<file path="config.mk">
export PLATFORM = sky130hd
export DESIGN_NAME = mat_a_poly_reader_flat
export DESIGN_NICKNAME = d
export VERILOG_FILES = /design/src/rtl/mat_a_poly_reader_pkg.sv /design/src/rtl/mat_a_poly_reader_if.sv /design/src/rtl/mat_a_poly_reader_word_fifo2.sv /design/src/rtl/mat_a_poly_reader.sv /design/src/flat_wrapper.sv
export SDC_FILE = /design/constraint.sdc
export NUM_CORES = 1
export LEC_CHECK = 0
export ABC_AREA = 0
export CAP_MARGIN = 0
export CORE_ASPECT_RATIO = 0.9
export CORE_UTILIZATION = 46
export DETAILED_ROUTE_END_ITERATION = 10
export PLACE_DENSITY = 0.76
export SETUP_SLACK_MARGIN = 0.2
export SYNTH_ARGS = -nofsm -noshare
export SYNTH_HDL_FRONTEND = slang
export SYNTH_SLANG_ARGS = --single-unit
</file>
<file path="constraint.sdc">
create_clock -name clk -period 7.29 [get_ports clk]
set_clock_uncertainty 0.15 [all_clocks]
set_input_delay 1.458 -clock clk [delete_from_list [all_inputs] [get_ports clk]]
set_output_delay 1.458 -clock clk [all_outputs]
set_load 0.01 [all_outputs]
</file>
<file path="src/rtl/mat_a_poly_reader_pkg.sv">
// Shared constants, the reader FSM state type and the matrix-A base-offset
// helper used by both the ExpandA sampler (write side) and the poly reader.
// No ports: imported by the interface and the RTL modules.
package mat_a_poly_reader_pkg;

    localparam int K               = 8;        // matrix rows
    localparam int L               = 7;        // matrix columns
    localparam int N               = 256;      // coeffs per polynomial
    localparam int Q               = 8380417;  // modulus; stored coeffs are < Q
    localparam int COEFF_WIDTH     = 24;
    localparam int COEFF_PER_WORD  = 4;
    localparam int WORD_LEN        = COEFF_WIDTH * COEFF_PER_WORD;
    localparam int WORDS_PER_POLY  = N / COEFF_PER_WORD;  // 64
    // Word address width of the matrix-A BRAM; the highest used word is 3583.
    localparam int ADDR_POLY_WIDTH = 14;
    localparam int IDX_WIDTH       = 8;

    typedef enum logic [1:0] {
        ST_IDLE  = 2'd0,
        ST_FETCH = 2'd1,
        ST_DRAIN = 2'd2
    } state_e;

    // First BRAM word of polynomial A[k][l]: (k*L + l) * 64.
    function automatic logic [ADDR_POLY_WIDTH-1:0] mat_a_base(input logic [3:0] k,
                                                              input logic [3:0] l);
        logic [ADDR_POLY_WIDTH-1:0] kk;
        logic [ADDR_POLY_WIDTH-1:0] ll;
        kk = ADDR_POLY_WIDTH'(k);
        ll = ADDR_POLY_WIDTH'(l);
        return (kk * ADDR_POLY_WIDTH'(L) + ll) * ADDR_POLY_WIDTH'(WORDS_PER_POLY);
    endfunction

endpackage

</file>
<file path="src/rtl/mat_a_poly_reader_if.sv">
// Bundle of the poly reader's control, BRAM and coefficient-stream signals.
//   control : start, k, l (in)  / busy, done, err (out)
//   BRAM    : en_matA, addr_matA (out) / dout_matA (in, 1-cycle registered read)
//   stream  : coeff_out, coeff_idx, coeff_valid, coeff_last (out) / coeff_ready (in)
//   debug   : state_dbg (out) current FSM state
// Stream handshake: a coefficient transfers on every cycle where coeff_valid and
// coeff_ready are both high; once valid rises, coeff_out/coeff_idx/coeff_last stay
// stable until that transfer, and coeff_valid never depends on coeff_ready.
// modport master = the reader, modport slave = its environment.
interface mat_a_poly_reader_if;
    import mat_a_poly_reader_pkg::*;

    logic                       start;
    logic [3:0]                 k;
    logic [3:0]                 l;
    logic                       busy;
    logic                       done;
    logic                       err;
    logic                       en_matA;
    logic [ADDR_POLY_WIDTH-1:0] addr_matA;
    logic [WORD_LEN-1:0]        dout_matA;
    logic [COEFF_WIDTH-1:0]     coeff_out;
    logic [IDX_WIDTH-1:0]       coeff_idx;
    logic                       coeff_valid;
    logic                       coeff_ready;
    logic                       coeff_last;
    state_e                     state_dbg;

    modport master (
        input  start, k, l, dout_matA, coeff_ready,
        output busy, done, err, en_matA, addr_matA,
               coeff_out, coeff_idx, coeff_valid, coeff_last, state_dbg
    );

    modport slave (
        output start, k, l, dout_matA, coeff_ready,
        input  busy, done, err, en_matA, addr_matA,
               coeff_out, coeff_idx, coeff_valid, coeff_last, state_dbg
    );

endinterface

</file>
<file path="src/rtl/mat_a_poly_reader_word_fifo2.sv">
// Two-entry word FIFO between the BRAM read port and the lane unpacker.
// Ports: clk, rst (sync, active-high), push_i/data_i write side,
// pop_i read side, data_o = head word, full_o, empty_o, count_o (0..2).
// Push and pop in the same cycle are allowed and leave the count unchanged.
module word_fifo2 #(
    parameter int W = 96
) (
    input  logic         clk,
    input  logic         rst,
    input  logic         push_i,
    input  logic [W-1:0] data_i,
    input  logic         pop_i,
    output logic [W-1:0] data_o,
    output logic         full_o,
    output logic         empty_o,
    output logic [1:0]   count_o
);

    logic [W-1:0] mem_q [2];
    logic         wr_ptr_q;
    logic         rd_ptr_q;
    logic [1:0]   count_q;
    logic [1:0]   count_d;

    always_comb begin
        count_d = count_q;
        case ({push_i, pop_i})
            2'b10:   count_d = count_q + 2'd1;
            2'b01:   count_d = count_q - 2'd1;
            default: count_d = count_q;
        endcase
    end

    always_ff @(posedge clk) begin
        if (rst) begin
            mem_q[0] <= '0;
            mem_q[1] <= '0;
            wr_ptr_q <= 1'b0;
            rd_ptr_q <= 1'b0;
            count_q  <= 2'd0;
        end else begin
            if (push_i) begin
                mem_q[wr_ptr_q] <= data_i;
                wr_ptr_q        <= ~wr_ptr_q;
            end
            if (pop_i) begin
                rd_ptr_q <= ~rd_ptr_q;
            end
            count_q <= count_d;
        end
    end

    assign data_o  = mem_q[rd_ptr_q];
    assign full_o  = (count_q == 2'd2);
    assign empty_o = (count_q == 2'd0);
    assign count_o = count_q;

endmodule

</file>
<file path="src/rtl/mat_a_poly_reader.sv">
// Streams polynomial A[k][l] (256 x 24-bit coeffs) out of the matrix-A BRAM.
// Ports: clk, rst (sync, active-high), bus (mat_a_poly_reader_if.master):
// start/k/l request, busy/done/err status, en_matA/addr_matA/dout_matA BRAM
// read port, coeff_* valid/ready coefficient stream, state_dbg FSM state.
// Each 96-bit word carries 4 coeffs, lane i at bits [24*i +: 24].
module mat_a_poly_reader
    import mat_a_poly_reader_pkg::*;
(
    input  logic                clk,
    input  logic                rst,
    mat_a_poly_reader_if.master bus
);

    state_e                     state_q, state_d;
    logic [ADDR_POLY_WIDTH-1:0] base_q;
    logic [6:0]                 word_cnt_q;   // reads issued, saturates at 64
    logic                       inflight_q;   // read issued last cycle, data arrives now
    logic [1:0]                 lane_q;
    logic [5:0]                 word_idx_q;
    logic                       done_q;
    logic                       err_q;

    logic [WORD_LEN-1:0]        fifo_head;
    logic                       fifo_full;
    logic                       fifo_empty;
    logic [1:0]                 fifo_count;

    logic idx_ok, start_ok, issue, handshake, last_coeff, pop;

    assign idx_ok     = (bus.k < 4'(K)) && (bus.l < 4'(L));
    assign start_ok   = (state_q == ST_IDLE) && bus.start && idx_ok;
    // Occupancy plus in-flight reads bounds the FIFO at two words, so the
    // registered BRAM can never push into a full FIFO.
    assign issue      = (state_q == ST_FETCH) && !word_cnt_q[6] && !fifo_full &&
                        (({1'b0, fifo_count} + {2'b00, inflight_q}) < 3'd2);
    assign handshake  = !fifo_empty && bus.coeff_ready;
    assign last_coeff = (word_idx_q == 6'd63) && (lane_q == 2'd3);
    assign pop        = handshake && (lane_q == 2'd3);

    word_fifo2 #(.W(WORD_LEN)) u_fifo (
        .clk     (clk),
        .rst     (rst),
        .push_i  (inflight_q),
        .data_i  (bus.dout_matA),
        .pop_i   (pop),
        .data_o  (fifo_head),
        .full_o  (fifo_full),
        .empty_o (fifo_empty),
        .count_o (fifo_count)
    );

    // State register
    always_ff @(posedge clk) begin
        if (rst) state_q <= ST_IDLE;
        else     state_q <= state_d;
    end

    // Next-state logic
    always_comb begin
        state_d = state_q;
        case (state_q)
            ST_IDLE:  if (start_ok) state_d = ST_FETCH;
            ST_FETCH: if (issue && (word_cnt_q == 7'd63)) state_d = ST_DRAIN;
            ST_DRAIN: if (handshake && last_coeff) state_d = ST_IDLE;
            default:  state_d = ST_IDLE;
        endcase
    end

    // Datapath registers
    always_ff @(posedge clk) begin
        if (rst) begin
            base_q     <= '0;
            word_cnt_q <= '0;
            inflight_q <= 1'b0;
            lane_q     <= '0;
            word_idx_q <= '0;
            done_q     <= 1'b0;
            err_q      <= 1'b0;
        end else begin
            done_q     <= (state_q == ST_DRAIN) && handshake && last_coeff;
            err_q      <= (state_q == ST_IDLE) && bus.start && !idx_ok;
            inflight_q <= issue;
            if (start_ok) begin
                base_q     <= mat_a_base(bus.k, bus.l);
                word_cnt_q <= '0;
                lane_q     <= '0;
                word_idx_q <= '0;
            end else begin
                if (issue) word_cnt_q <= word_cnt_q + 7'd1;
                if (handshake) begin
                    lane_q <= lane_q + 2'd1;
                    if (lane_q == 2'd3) word_idx_q <= word_idx_q + 6'd1;
                end
            end
        end
    end

    // Outputs; stream fields are zeroed while nothing is valid
    always_comb begin
        bus.busy        = (state_q != ST_IDLE);
        bus.done        = done_q;
        bus.err         = err_q;
        bus.en_matA     = issue;
        bus.addr_matA   = issue ? (base_q + ADDR_POLY_WIDTH'(word_cnt_q)) : '0;
        bus.coeff_valid = !fifo_empty;
        bus.coeff_out   = '0;
        bus.coeff_idx   = '0;
        bus.coeff_last  = 1'b0;
        if (!fifo_empty) begin
            bus.coeff_out  = fifo_head[COEFF_WIDTH*lane_q +: COEFF_WIDTH];
            bus.coeff_idx  = {word_idx_q, lane_q};
            bus.coeff_last = last_coeff;
        end
        bus.state_dbg   = state_q;
    end

endmodule

</file>
<file path="src/flat_wrapper.sv">
// flat-port wrapper written by rule: the top's interface ports become plain ports
module mat_a_poly_reader_flat import mat_a_poly_reader_pkg::*;
  (clk, rst, bus_start, bus_k, bus_l, bus_dout_matA, bus_coeff_ready, bus_busy, bus_done, bus_err, bus_en_matA, bus_addr_matA, bus_coeff_out, bus_coeff_idx, bus_coeff_valid, bus_coeff_last, bus_state_dbg);
  mat_a_poly_reader_if bus_i ();
  input  logic clk;
  input  logic rst;
  input wire logic [$bits(bus_i.start)-1:0] bus_start;
  input wire logic [$bits(bus_i.k)-1:0] bus_k;
  input wire logic [$bits(bus_i.l)-1:0] bus_l;
  input wire logic [$bits(bus_i.dout_matA)-1:0] bus_dout_matA;
  input wire logic [$bits(bus_i.coeff_ready)-1:0] bus_coeff_ready;
  output wire logic [$bits(bus_i.busy)-1:0] bus_busy;
  output wire logic [$bits(bus_i.done)-1:0] bus_done;
  output wire logic [$bits(bus_i.err)-1:0] bus_err;
  output wire logic [$bits(bus_i.en_matA)-1:0] bus_en_matA;
  output wire logic [$bits(bus_i.addr_matA)-1:0] bus_addr_matA;
  output wire logic [$bits(bus_i.coeff_out)-1:0] bus_coeff_out;
  output wire logic [$bits(bus_i.coeff_idx)-1:0] bus_coeff_idx;
  output wire logic [$bits(bus_i.coeff_valid)-1:0] bus_coeff_valid;
  output wire logic [$bits(bus_i.coeff_last)-1:0] bus_coeff_last;
  output wire logic [$bits(bus_i.state_dbg)-1:0] bus_state_dbg;
  assign bus_i.start = bus_start;
  assign bus_i.k = bus_k;
  assign bus_i.l = bus_l;
  assign bus_i.dout_matA = bus_dout_matA;
  assign bus_i.coeff_ready = bus_coeff_ready;
  assign bus_busy = bus_i.busy;
  assign bus_done = bus_i.done;
  assign bus_err = bus_i.err;
  assign bus_en_matA = bus_i.en_matA;
  assign bus_addr_matA = bus_i.addr_matA;
  assign bus_coeff_out = bus_i.coeff_out;
  assign bus_coeff_idx = bus_i.coeff_idx;
  assign bus_coeff_valid = bus_i.coeff_valid;
  assign bus_coeff_last = bus_i.coeff_last;
  assign bus_state_dbg = bus_i.state_dbg;
  mat_a_poly_reader u_core (.clk(clk), .rst(rst), .bus(bus_i));
endmodule
</file>
==> results.txt, run 1 <==
fresh numbers from the pnr run: post-layout net count 1034, worst path setup slack after routing 2750 ps, leading cell category by total area registers, nonclk buf count 169, post-route fraction of the period consumed by the critical path 62.3%, type of element capturing the critical path output pin, reg-to-reg slack, setup 4220 ps, post-cts resize count 0, drt initial violations 402, M1 wire length 9.36 mm, fill cell instance count of the final layout 1762, worst vdd ir 0.179 mV, Tightest Pin Transition 1050 ps, Non-clk invs 26, standard cell core area 22600 µm², final setup violating endpoints 0, area share of and-or/or-and cells after synthesis 1.96%, type of the most critical hold path reg -> reg, Gate Area 3920 µm², Worst Path Class, Setup reg -> out, share of synthesized area spent on multiplexers 12.5%, yosys stat chip area 10600 µm², internal power 0.00224 W, cell area after synthesis 10600 µm², Latency at later pin 500 ps, CTS H-tree depth 1, largest stage delay on the critical path 1040 ps, fraction of the mapped netlist area in simple logic gates 17.0%, number of cells on the worst reg-to-reg path 4, total chip power 0.00283 W, fp util 47.1%, Final non-clock buffer share 12.6%, tally of OpenROAD warnings 29, CP Data Required Time 5680 ps, power in combinational cells 0.000215 W, critical path's slowest cell dfxtp_4, cell class contributing the biggest share of worst-path delay flip-flops, grt ovf 0, result of the run finished, final reports clean, cell with the most instances after synthesis and2_1, number of storage elements in the synthesis netlist 225, tally of clock buffers in the finished layout 32, FMAX 220 MHz, leakage dissipation 4.84 nW, top cells by instance count after synthesis and2_1 (201), edfxtp_1 (192), nor2_1 (53), startpoint of the lowest-slack register-to-register path u_core.u_fifo.wr_ptr_q, Clk pwr share 40.7%, ratio of total power to cell area 213 nW/µm², flip-flop count of the largest register, all copies and words added 192, Post-Syn Nets 883, switching power 0.000589 W, number of multi-input logic gates 457, cells along the critical path mux4_2 -> mux2i_1 -> nor2_1 -> clkdlybuf4s50_1, fraction of area in registers 48.6%, biggest registers after layout u_core.u_fifo.mem_q (192), u_core.base_q (8), u_core.word_cnt_q (7), tally of buffers added on design ports 161, power consumed by sequential cells 0.00146 W, Die X-Extent 162 µm, Final Hold Viols 0, shortest clock period the worst path allows after layout 4540 ps, worst hold path depth 2, TritonCTS Buffers 24, vias in the first global route 6206, via count normalized by instance count 5.15, cell types occupying the most area after synthesis edfxtp_1 (54%), and2_1 (12%), mux4_2 (10%), worst min-delay path startpoint u_core.word_cnt_q[6], cell total in the yosys stat output 752, total instance count after detailed placement 1174, number of buffers added for setup after CTS 0, adder-cell share of the synthesized area 3.13%, count of flip-flops and latches 225, Max-cap violations 0, pre-CTS setup slack 2180 ps, fraction of area in clock buffers and inverters 5.63%, Commonest flop edfxtp_1, fraction of power spent switching nets 20.8%, maximum number of pins on one net before global-route repair 98, number of I/O pins 162, met1 GRT Util 25.3%, DRC violation count after routing 0, highest routing layer actually used met4, met2 WL post-DR 10.4 mm, cell count after synthesis 752
run_1/metal_stack.png
Drawn at 2 px/µm. Only two layers are drawn.
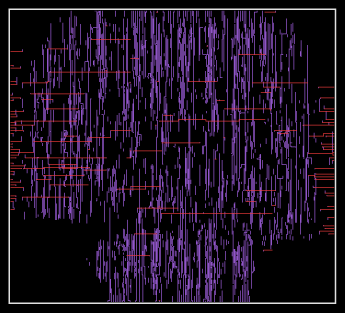
layer	color	wire length
met2	purple	10400 µm
met3	red	1090 µm
WL/cell: 17.5 µm
vias post-DR: 6278
global-route usage over all layers: 18.3%
aggregate routed wire length: 21.3 mm

run_1/final_placement.png
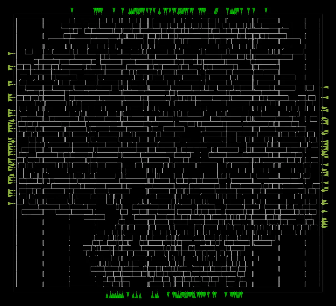
Well-Tap Cells: 297
fraction of the core area covered by cells at the end of the flow: 58.7%
number of placement rows: 52

run_1/gate_families.png
Drawn at 2 px/µm.
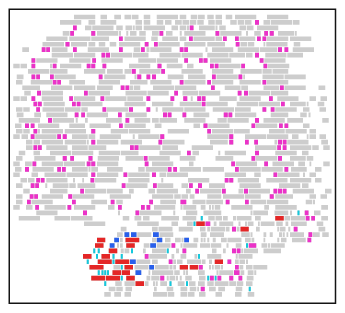
family	color	cells	most used
inverters	cyan	26	inv_1
adder and majority cells	red	23	ha_1
AND-OR and OR-AND gates	blue	11	a22o_1
AND and OR gates	magenta	218	and2_1
most common cell after layout, fill and taps aside: and2_1
final cell count without fillers: 1220
fraction of standard cell area in multi-input logic: 29.6%

run_1/wire_density.png
Drawn at 1.5 px/µm. The die is cut into 32 by 29 equal tiles; dark purple is low, yellow is high, scaled to the fullest tile. Values are wire area over tile area, all layers added.
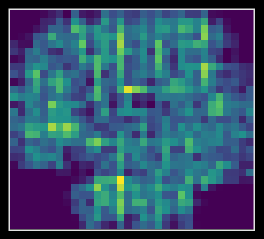
emptiest ninth of the die	bottom left
fullest tile	0.47
nearly empty tiles	16%
mean over tiles	0.14

run_1/zoom.png
Window x 66 to 96, y 58 to 88 µm. Cells in gray, sequential cells in the stronger gray; small squares are vias.
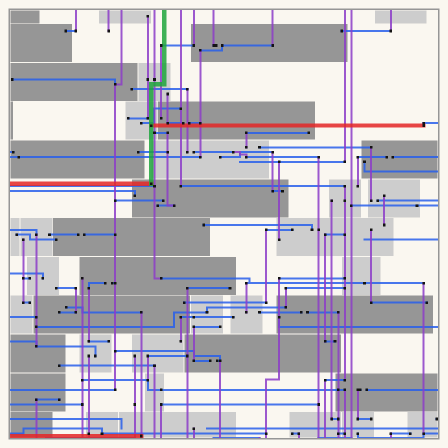

==> run 2, diff against run 1 <==
PLACE_DENSITY = 0.78   (was 0.76)
clock period = 4.1 ns   (was 7.29 ns; I/O delays follow)
run_2/zoom.png
Window x 66 to 96, y 58 to 88 µm. Cells in gray, sequential cells in the stronger gray; small squares are vias.
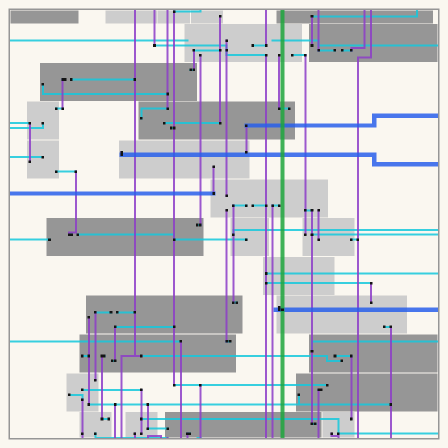
layer	color
met4	green
met3	blue
met1	cyan
met2	purple
cells with their middle in the window	22
netlist names of flops here include	`u_core.u_fifo.mem_q` (9)
sequential cells in the window	9
most frequent	edfxtp_1 (9), and2_1 (6)

run_2/wire_density.png
Drawn at 1.5 px/µm. The die is cut into 32 by 29 equal tiles; dark purple is low, yellow is high, scaled to the fullest tile. Values are wire area over tile area, all layers added.
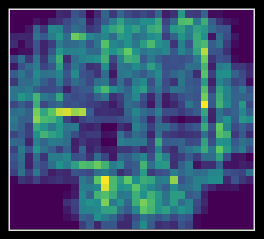
global-route usage over all layers: 18.5%
vias post-DR: 6318
aggregate routed wire length: 21.9 mm
WL/cell: 17.9 µm

==> results.txt, run 2 <==
fresh numbers from the pnr run: maximum number of pins on one net before global-route repair 97 (-1.0%), worst path setup slack after routing 543 ps (-2210 ps), most common cell after layout, fill and taps aside and2_1, Commonest flop edfxtp_1, via count normalized by instance count 5.16 (+0.23%), fraction of area in registers 48.1% (-0.50 points), met1 GRT Util 24.7% (-0.58 points), power consumed by sequential cells 0.00260 W (+78%), reg-to-reg slack, setup 1490 ps (-2730 ps), cell area after synthesis 10600 µm² (unchanged), flip-flop count of the largest register, all copies and words added 192 (unchanged), worst vdd ir 0.259 mV (+44%), fraction of power spent switching nets 21.2% (+0.33 points), Non-clk invs 26 (unchanged), type of the most critical hold path reg -> reg, cell total in the yosys stat output 752 (unchanged), CP Data Required Time 3130 ps (-2550 ps), Post-Syn Nets 883 (unchanged), tally of clock buffers in the finished layout 37 (+16%), number of storage elements in the synthesis netlist 225 (unchanged), TritonCTS Buffers 25 (+4.2%), critical path's slowest cell mux4_2, switching power 0.00107 W (+82%), total chip power 0.00507 W (+80%), post-layout net count 1042 (+0.77%), Clk pwr share 41.1% (+0.4 points), cell types occupying the most area after synthesis edfxtp_1 (54%), and2_1 (12%), mux4_2 (10%), post-cts resize count 0 (unchanged), yosys stat chip area 10600 µm² (unchanged), cell with the most instances after synthesis and2_1, final cell count without fillers 1225 (+0.41%), internal power 0.00400 W (+79%), fraction of area in clock buffers and inverters 5.70% (+0.073 points), startpoint of the lowest-slack register-to-register path u_core.lane_q[0], biggest registers after layout u_core.u_fifo.mem_q (192), u_core.base_q (8), u_core.word_cnt_q (7), Gate Area 3920 µm² (+0.13%), drt initial violations 365 (-9.2%), Worst Path Class, Setup reg -> out, share of synthesized area spent on multiplexers 12.5% (unchanged), fill cell instance count of the final layout 1731 (-1.8%), Well-Tap Cells 297 (unchanged), ratio of total power to cell area 379 nW/µm² (+78%), worst hold path depth 1 (-1), number of buffers added for setup after CTS 0 (unchanged), Max-cap violations 0 (unchanged), final setup violating endpoints 0 (unchanged), area share of and-or/or-and cells after synthesis 1.96% (unchanged), leading cell category by total area registers, adder-cell share of the synthesized area 3.13% (unchanged), vias in the first global route 6358 (+2.4%), number of cells on the worst reg-to-reg path 7 (+3), cells along the critical path buf_4 -> mux4_2 -> mux2i_1 -> nor2_1 -> clkdlybuf4s50_1, leakage dissipation 4.91 nW (+1.4%), CTS H-tree depth 1 (unchanged), number of placement rows 52 (unchanged), number of I/O pins 162 (unchanged), top cells by instance count after synthesis and2_1 (201), edfxtp_1 (192), nor2_1 (53), result of the run finished, final reports clean, Final non-clock buffer share 13.4% (+0.79 points), count of flip-flops and latches 225 (unchanged), met2 WL post-DR 10.8 mm (+3.1%), power in combinational cells 0.000388 W (+80%), tally of OpenROAD warnings 29 (unchanged), FMAX 281 MHz, highest routing layer actually used met5, pre-CTS setup slack 190 ps (-1990 ps), fraction of standard cell area in multi-input logic 29.3% (-0.27 points), total instance count after detailed placement 1180 (+0.51%), number of multi-input logic gates 457 (unchanged)
Power and IR drop assume default switching activity.
